<file path="src/rtl/vfpu_job_fsm_pkg.sv">
// vfpu_ctrl_package: shared state encoding and job descriptor for the vector FPU job sequencer
package vfpu_ctrl_package;
    localparam int DEF_NB_OPERANDS = 2;
    localparam int DEF_ADDR_WIDTH = 32;
    localparam int DEF_LEN_WIDTH = 16;
    localparam int DEF_N_CORES = 2;
    localparam int NB_STREAMS = DEF_NB_OPERANDS + 1;
    typedef enum logic [2:0] {
        ST_IDLE,
        ST_ISSUE,
        ST_RUN,
        ST_CLEAR,
        ST_DONE
    } vfpu_job_state_e;
    typedef struct packed {
        logic [DEF_NB_OPERANDS-1:0][DEF_ADDR_WIDTH-1:0] src_addr;
        logic [DEF_ADDR_WIDTH-1:0] dst_addr;
        logic [DEF_LEN_WIDTH-1:0] len;
        logic [$clog2(DEF_N_CORES)-1:0] core_id;
    } vfpu_job_t;
endpackage

</file>
<file path="src/rtl/vfpu_job_fsm_tracker.sv">
// vfpu_stream_tracker: issue/done bookkeeping for one stream, with start request and early-done error
module vfpu_stream_tracker (
    input  logic clk_i,
    input  logic rst_i,
    input  logic clr_i,
    input  logic issue_i,
    input  logic active_i,
    input  logic ack_i,
    input  logic done_i,
    output logic req_o,
    output logic issued_o,
    output logic done_o,
    output logic err_o
);
    logic issued_q, done_q;
    assign req_o = issue_i & ~issued_q;
    assign issued_o = issued_q | (req_o & ack_i);
    assign done_o = done_q | (active_i & done_i);
    // a done arriving in the same cycle as its ack counts as issued
    assign err_o = active_i & done_i & ~issued_o;
    always_ff @(posedge clk_i) begin
        if (rst_i || clr_i) begin
            issued_q <= 1'b0;
            done_q <= 1'b0;
        end else begin
            issued_q <= issued_o;
            done_q <= done_o;
        end
    end
endmodule

</file>
<file path="src/rtl/vfpu_job_fsm.sv">
// vfpu_job_fsm: launches one vector FPU job, programs its streams, tracks completion and signals the core
module vfpu_job_fsm
    import vfpu_ctrl_package::*;
#(
    parameter int NB_OPERANDS = 2,
    parameter int ADDR_WIDTH = 32,
    parameter int LEN_WIDTH = 16,
    parameter int N_CORES = 2
) (
    input  logic clk_i,
    input  logic rst_i,
    input  logic start_i,
    input  logic [$clog2(N_CORES)-1:0] core_id_i,
    input  logic [NB_OPERANDS-1:0][ADDR_WIDTH-1:0] src_addr_i,
    input  logic [ADDR_WIDTH-1:0] dst_addr_i,
    input  logic [LEN_WIDTH-1:0] len_i,
    output logic [NB_OPERANDS-1:0] src_req_o,
    input  logic [NB_OPERANDS-1:0] src_ack_i,
    output logic [NB_OPERANDS-1:0][ADDR_WIDTH-1:0] src_addr_o,
    input  logic [NB_OPERANDS-1:0] src_done_i,
    output logic snk_req_o,
    input  logic snk_ack_i,
    output logic [ADDR_WIDTH-1:0] snk_addr_o,
    input  logic snk_done_i,
    output logic [LEN_WIDTH-1:0] len_o,
    input  logic res_valid_i,
    input  logic res_ready_i,
    output logic busy_o,
    output logic clear_o,
    output logic done_o,
    output logic [N_CORES-1:0] evt_o,
    output logic err_o,
    output logic [LEN_WIDTH-1:0] beat_cnt_o
);
    localparam int NS = NB_OPERANDS + 1;
    vfpu_job_state_e state_q, state_d;
    logic [NB_OPERANDS-1:0][ADDR_WIDTH-1:0] src_q;
    logic [ADDR_WIDTH-1:0] dst_q;
    logic [LEN_WIDTH-1:0] len_q, cnt_q, cnt_d;
    logic [$clog2(N_CORES)-1:0] core_q;
    logic err_q, err_d, accept, hs;
    logic [NS-1:0] req, ack, done_in, issued_d, done_d, terr;
    assign accept = (state_q == ST_IDLE) && start_i;
    assign hs = res_valid_i & res_ready_i;
    assign ack = {snk_ack_i, src_ack_i};
    assign done_in = {snk_done_i, src_done_i};
    for (genvar g = 0; g < NS; g++) begin : g_trk
        vfpu_stream_tracker u_trk (
            .clk_i   (clk_i),
            .rst_i   (rst_i),
            .clr_i   (accept),
            .issue_i (state_q == ST_ISSUE),
            .active_i(state_q == ST_ISSUE || state_q == ST_RUN),
            .ack_i   (ack[g]),
            .done_i  (done_in[g]),
            .req_o   (req[g]),
            .issued_o(issued_d[g]),
            .done_o  (done_d[g]),
            .err_o   (terr[g])
        );
    end
    always_comb begin
        state_d = state_q;
        cnt_d = cnt_q;
        err_d = err_q | (|terr);
        unique case (state_q)
            ST_IDLE:  if (start_i) state_d = (len_i == '0) ? ST_DONE : ST_ISSUE;
            ST_ISSUE: if (&issued_d) state_d = ST_RUN;
            ST_RUN: begin
                // counter saturates at len; an extra handshake is a protocol error
                if (hs) begin
                    if (cnt_q == len_q) err_d = 1'b1;
                    else cnt_d = cnt_q + 1'b1;
                end
                if (&done_d && cnt_d == len_q) state_d = ST_CLEAR;
            end
            ST_CLEAR: state_d = ST_DONE;
            ST_DONE:  state_d = ST_IDLE;
            default:  state_d = ST_IDLE;
        endcase
        if (accept) begin
            cnt_d = '0;
            err_d = 1'b0;
        end
    end
    always_ff @(posedge clk_i) begin
        if (rst_i) begin
            state_q <= ST_IDLE;
            src_q <= '0;
            dst_q <= '0;
            len_q <= '0;
            core_q <= '0;
            cnt_q <= '0;
            err_q <= 1'b0;
        end else begin
            state_q <= state_d;
            cnt_q <= cnt_d;
            err_q <= err_d;
            if (accept) begin
                src_q <= src_addr_i;
                dst_q <= dst_addr_i;
                len_q <= len_i;
                core_q <= core_id_i;
            end
        end
    end
    assign src_req_o = req[NB_OPERANDS-1:0];
    assign snk_req_o = req[NB_OPERANDS];
    assign src_addr_o = src_q;
    assign snk_addr_o = dst_q;
    assign len_o = len_q;
    assign beat_cnt_o = cnt_q;
    assign err_o = err_q;
    assign busy_o = state_q != ST_IDLE;
    assign clear_o = state_q == ST_CLEAR;
    assign done_o = state_q == ST_DONE;
    assign evt_o = (state_q == ST_DONE) ? (N_CORES'(1) << core_q) : '0;
endmodule

</file>
<file path="config.mk">
export PLATFORM = sky130hd
export DESIGN_NAME = vfpu_job_fsm
export DESIGN_NICKNAME = d
export VERILOG_FILES = /design/src/rtl/vfpu_job_fsm_pkg.sv /design/src/rtl/vfpu_job_fsm_tracker.sv /design/src/rtl/vfpu_job_fsm.sv
export SDC_FILE = /design/constraint.sdc
export NUM_CORES = 1
export LEC_CHECK = 0
export ABC_AREA = 1
export CAP_MARGIN = 10
export CORE_ASPECT_RATIO = 0.5
export CORE_MARGIN = 4
export CORE_UTILIZATION = 40
export DETAILED_ROUTE_END_ITERATION = 8
export PLACE_DENSITY_LB_ADDON = 0.15
export SLEW_MARGIN = 20
export SYNTH_ARGS = -nofsm -noshare
export SYNTH_HDL_FRONTEND = slang
export SYNTH_HIERARCHICAL = 1
export SYNTH_SLANG_ARGS = --single-unit
export TNS_END_PERCENT = 100
</file>
<file path="constraint.sdc">
create_clock -name clk_i -period 2.6 [get_ports clk_i]
set_input_delay 0.52 -clock clk_i [delete_from_list [all_inputs] [get_ports clk_i]]
set_output_delay 0.52 -clock clk_i [all_outputs]
set_load 0.01 [all_outputs]
</file>
==> run_1/class_map.png <==
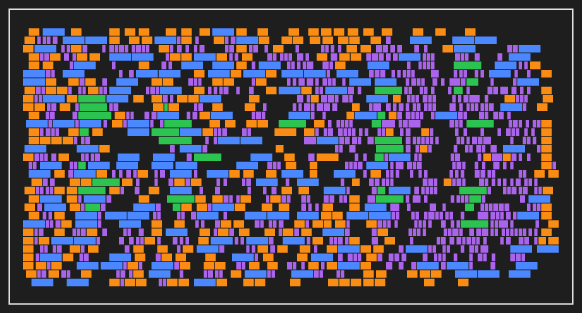
- clock drivers and dummy loads: green (cells 32)
- registers: blue (cells 139)
- remaining buffers and delay cells: orange (cells 279)
- remaining logic cells: purple (cells 740)
Post-Layout Inst Area: 9587 um2
fin util: 0.6504

==> run_1/sizing.png <==
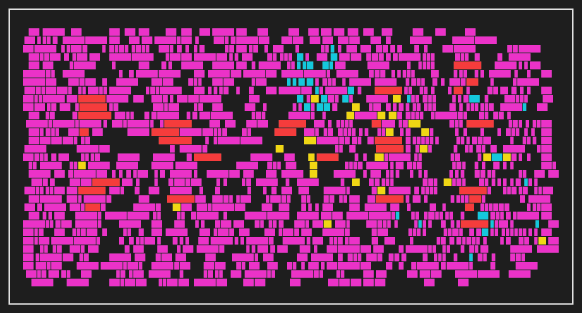
- x3 and x4: yellow (cells 25)
- x1 and smaller: magenta (cells 1105)
- x2: cyan (cells 32)
- x6 and larger: red (cells 28)
Non-CTS buffers: 279
area delta synth->final: 56.30%
Final Worst Setup Slack: 0.1491 ns

==> run_1/ff_map.png <==
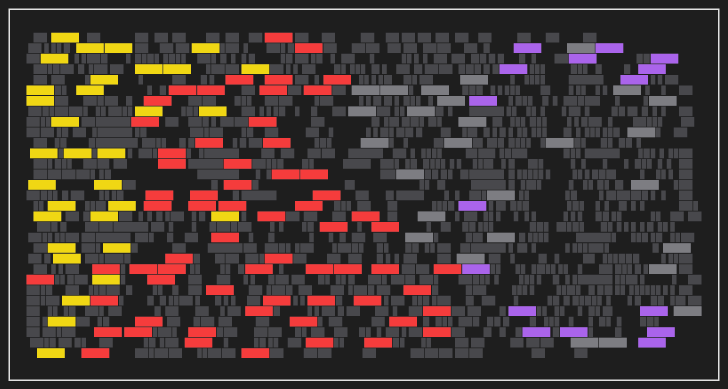
- `len_o`: purple (flops 16)
- `snk_addr_o`: yellow (flops 32; where a column on the left)
- `src_addr_o`: red (flops 64)
- not coloured: 27

==> CHANGELOG.md, run 1 <==
### Implementation results

- Pre-CTS setup slack: around 0.070 ns
- TNS Setup: 0 ns
- Cell area power density: a little over 1000 nW/um2
- Register share after synthesis: 0.4537
- Crit Reg-Reg Endpoint: state_q[2]
- Yosys stat chip area: 6133 um2
- Fillcell total: 1313
- Cts bufs inserted: 17
- Count leader, synth: nor2_1
- Drt drc: 0
- Floorplan Nets: approximately 1000
- I/O Pins: ~260
- Clk buf depth: 2
- Most common logic cells in the final layout: clkdlybuf4s50_1 (260), nor2_1 (238), nand2_1 (181)
- Die Wd: 183.1 um
- N_diodes: 0
- Share of cells above drive strength 1: 0.07143
- Hold Crit Start: core_q
- Tool warnings: 26
- CTS tree: built
- Dominant kind of cell by area: multi-input combinational cells
- Simple-Gate Fraction of Synth Area: 0.3303
- Fmax: 408.0 MHz
- Setup Fix Bufs, Post-CTS: 0
- Final Hold Viols: 0
- Hold EP: core_q
- Leakage power: 4.097 nW
- Fin cells: 1388
- Inst Count DP: 1356
- P_clk: ~2.5 mW
- Yosys Instances: 922
- Reg clk slew, reported paths: about 0.06 ns
- Syn avg cell area: about 6.7 um2
- EDFF count, synth: 0
- Comb power frac: 0.425
- Ys flops: 139
- Via density: just under 5
- Status: complete, no violations
- Gr busiest metal: met2
- P_int: about 6.1 mW
- Arrival time at the worst endpoint: roughly 1.9 ns
- Gr ovfl total: 0
- Slowest cell delay on critical path: ~0.54 ns
- Critical Path Start: state_q[0]
- Switching power: roughly 3.7 mW
- H-Tree Level Count: 4
- Reg2Reg Setup Slack: 0.30 ns
- R2r startpoint: beat_cnt_o[0]
- Logic area: 2895 um2
- Fin Hold WS: 0.4727 ns
- Number of cell rows: 31
- Die height: between 90 and 100 um
- Maxcap violations: 0
- Distinct lib cells: 29
- Antenna Nets Post-Route: 0
- Cells after Synth: about 900
- Asr flop ratio synth: 0
- Overall power: approximately 9.8 mW
- Yosys aoi share: 0.1357
- MUX area fraction: 0
- Main logic family: simple AND/OR/NAND/NOR gates
- Cycle use final: 0.9427
- Inverters: 77
- Sequential cell area: around 2800 um2
- Top Metal Used: met4
- Final #Nets: 1302
- Biggest consumer: combinational cells
- Hold path cells: 2
- Final setup violation count: 0
- Sink Count: 139
- Hold Path Class: flip-flop to flip-flop
- Setup skew after layout: roughly 0.0067 ns
- Dominant flop cell: dfxtp_1
- Grt met2 use: 0.4213
- GP Congestion: 0.9441
- Mi-comb count: approximately 660
- Total wire length: between 20 and 25 mm
- Comb power: 4.15 mW
- CTS Hold Bufs: 0
- M1 WL: roughly 8.2 mm
- Xor/xnor share: 0.002856
- Tap Count: around 200
- Flop pwr share: 0.320
- First-pass GRT wire length: 32.40 mm
- Post-DP Area: 8987 um2
- Total number of vias: approximately 6700
- Max transition margin: 0.5846
- Ys Warns: 6
- M3 GR Usage: 0.07546
- Initial antenna violation count: 0
- Worst path buffer plus inverter count: 4
- Area leader, netlist: dfxtp_1
- Initial DRC Count: approximately 380
- Worst path required time: roughly 2.1 ns
- Initial core utilization: 0.4161
- Clock-cell share of area: 0.06252
- PortBufs: about 260
- CP max stage cell: clkdlybuf4s50_1
==> run_1/util_map.png <==
18 x 10 tiles, from black (low) to pale yellow (high), 0 to 100% covered.
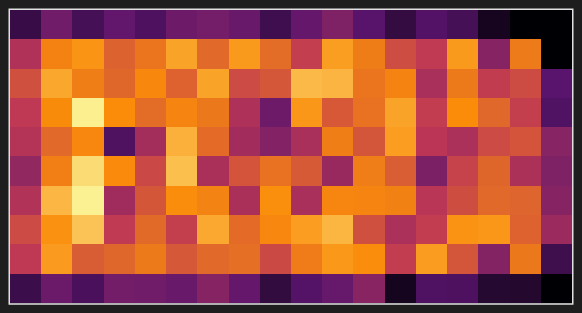

==> run 2: changes to the inputs <==
--- a/config.mk
+++ b/config.mk
@@ -11,7 +11,8 @@
 export CORE_MARGIN = 4
 export CORE_UTILIZATION = 40
 export DETAILED_ROUTE_END_ITERATION = 8
-export PLACE_DENSITY_LB_ADDON = 0.15
+export PLACE_DENSITY = 0.76
+export SKIP_CTS_REPAIR_TIMING = 1
 export SLEW_MARGIN = 20
 export SYNTH_ARGS = -nofsm -noshare
 export SYNTH_HDL_FRONTEND = slang
==> run_2/util_map.png <==
18 x 10 tiles, from black (low) to pale yellow (high), 0 to 100% covered.
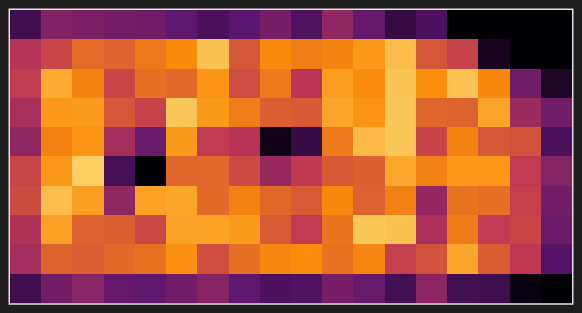
- tiles over 75% full: 22%
- nearly empty tiles: 4.4%
- emptiest ninth of the die: upper right
- fullest tile: 90%
- mean over tiles: 53%

==> run 2 against run 1 <==
Sequential cell count did not move. Worst hold slack got worse by 0.0072 ns. Critical path depth did not move. Sequential share of layout area rose by 0.081 points. Clock power rose by 3%. Clock skew rose by 0.0077 ns. Combinational power fell by 1%. Area after synthesis did not move. Routed wire length rose by 1.7%.
==> CHANGELOG.md, run 2 <==
### Implementation results

- Status: complete, no violations
- Cts bufs inserted: 17
- Syn avg cell area: 6.652 um2
- Total wire length: between 20 and 25 mm
- Final setup violation count: 0
- Sequential cell area: about 2800 um2
- M3 GR Usage: 0.06974
- P_int: 6.174 mW
- Initial antenna violation count: 0
- H-Tree Level Count: 4
- Clk buf depth: 2
- Final #Nets: between 1000 and 1500
- EDFF count, synth: 0
- Ys flops: about 140
- Gr ovfl total: 0
- Asr flop ratio synth: 0
- Yosys aoi share: 0.1357
- Post-Layout Inst Area: ~9600 um2
- Ys Warns: 6
- Switching power: 3.630 mW
- Initial DRC Count: ~420
- Inst Count DP: around 1400
- Fillcell total: about 1300
- N_diodes: 0
- Arrival time at the worst endpoint: slightly below 2 ns
- Most common logic cells in the final layout: clkdlybuf4s50_1 (259), nor2_1 (238), nand2_1 (181)
- Area leader, netlist: dfxtp_1
- Worst path required time: roughly 2.1 ns
- Final Worst Setup Slack: about 0.15 ns
- Hold Crit Start: core_q
- Clock-cell share of area: 0.06463
- Gr busiest metal: met2
- Top Metal Used: met4
- M1 WL: about 8.4 mm
- Adder-Cell Fraction of Synth Area: 0.002040
- Number of cell rows: 31
- Fin cells: 1382
- Crit path capture: src_req_o[0]
- Tap Count: slightly below 200
- Reg2Reg Setup Slack: approximately 0.26 ns
- CTS tree: built
- Grt met2 use: 0.4108
- Die Wd: ~180 um
- MUX area fraction: 0
- Worst path buffer plus inverter count: 4
- Fmax: around 410 MHz
- Mi-comb count: between 600 and 700
- Distinct lib cells: 29
- Non-CTS buffers: approximately 270
- Cycle use final: 0.9438
- Crit Reg-Reg Endpoint: state_q[2]
- PortBufs: between 200 and 300
- GP Congestion: a little over 0.9
- R2r startpoint: beat_cnt_o[0]
- Reg clk slew, reported paths: roughly 0.06 ns
- Cells after Synth: between 900 and 1000
- Share of cells above drive strength 1: 0.06672
- Post-DP Area: a little under 9000 um2
- I/O Pins: ~260
- Maxcap violations: 0
- TNS Setup: 0 ns
- Max transition margin: 0.3959
- Via density: just under 5
- Leakage power: roughly 4 nW
- P_clk: between 2 and 3 mW
- Antenna Nets Post-Route: 0
- Hold EP: core_q
- Simple-Gate Fraction of Synth Area: 0.3303
- Dominant kind of cell by area: multi-input combinational cells
- Pre-CTS setup slack: between 0.05 and 0.06 ns
- Slowest cell delay on critical path: ~0.56 ns
- Flop pwr share: 0.322
- First-pass GRT wire length: 32.86 mm
- Cell area power density: 1025 nW/um2
- Yosys stat chip area: slightly above 6000 um2
- Critical Path Start: state_q[0]
- Yosys Instances: around 920
- Final Hold Viols: 0
- Setup skew after layout: 0.01440 ns
- Count leader, synth: nor2_1
- Biggest consumer: combinational cells
- Tool warnings: 26
- Comb power frac: 0.418
- Crit-path leading delay family: buffers and inverters
- Fin Hold WS: 0.4655 ns
- Hold Path Class: flip-flop to flip-flop
- Hold path cells: 2
==> run_2/sizing.png <==
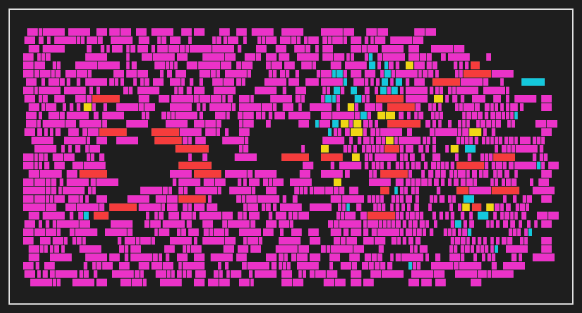
- x1 and smaller: magenta (cells 1105)
- x3 and x4: yellow (cells 17)
- x6 and larger: red (cells 28)
- x2: cyan (cells 34)

No activity file was given, so power comes from the tool's default toggle rates.
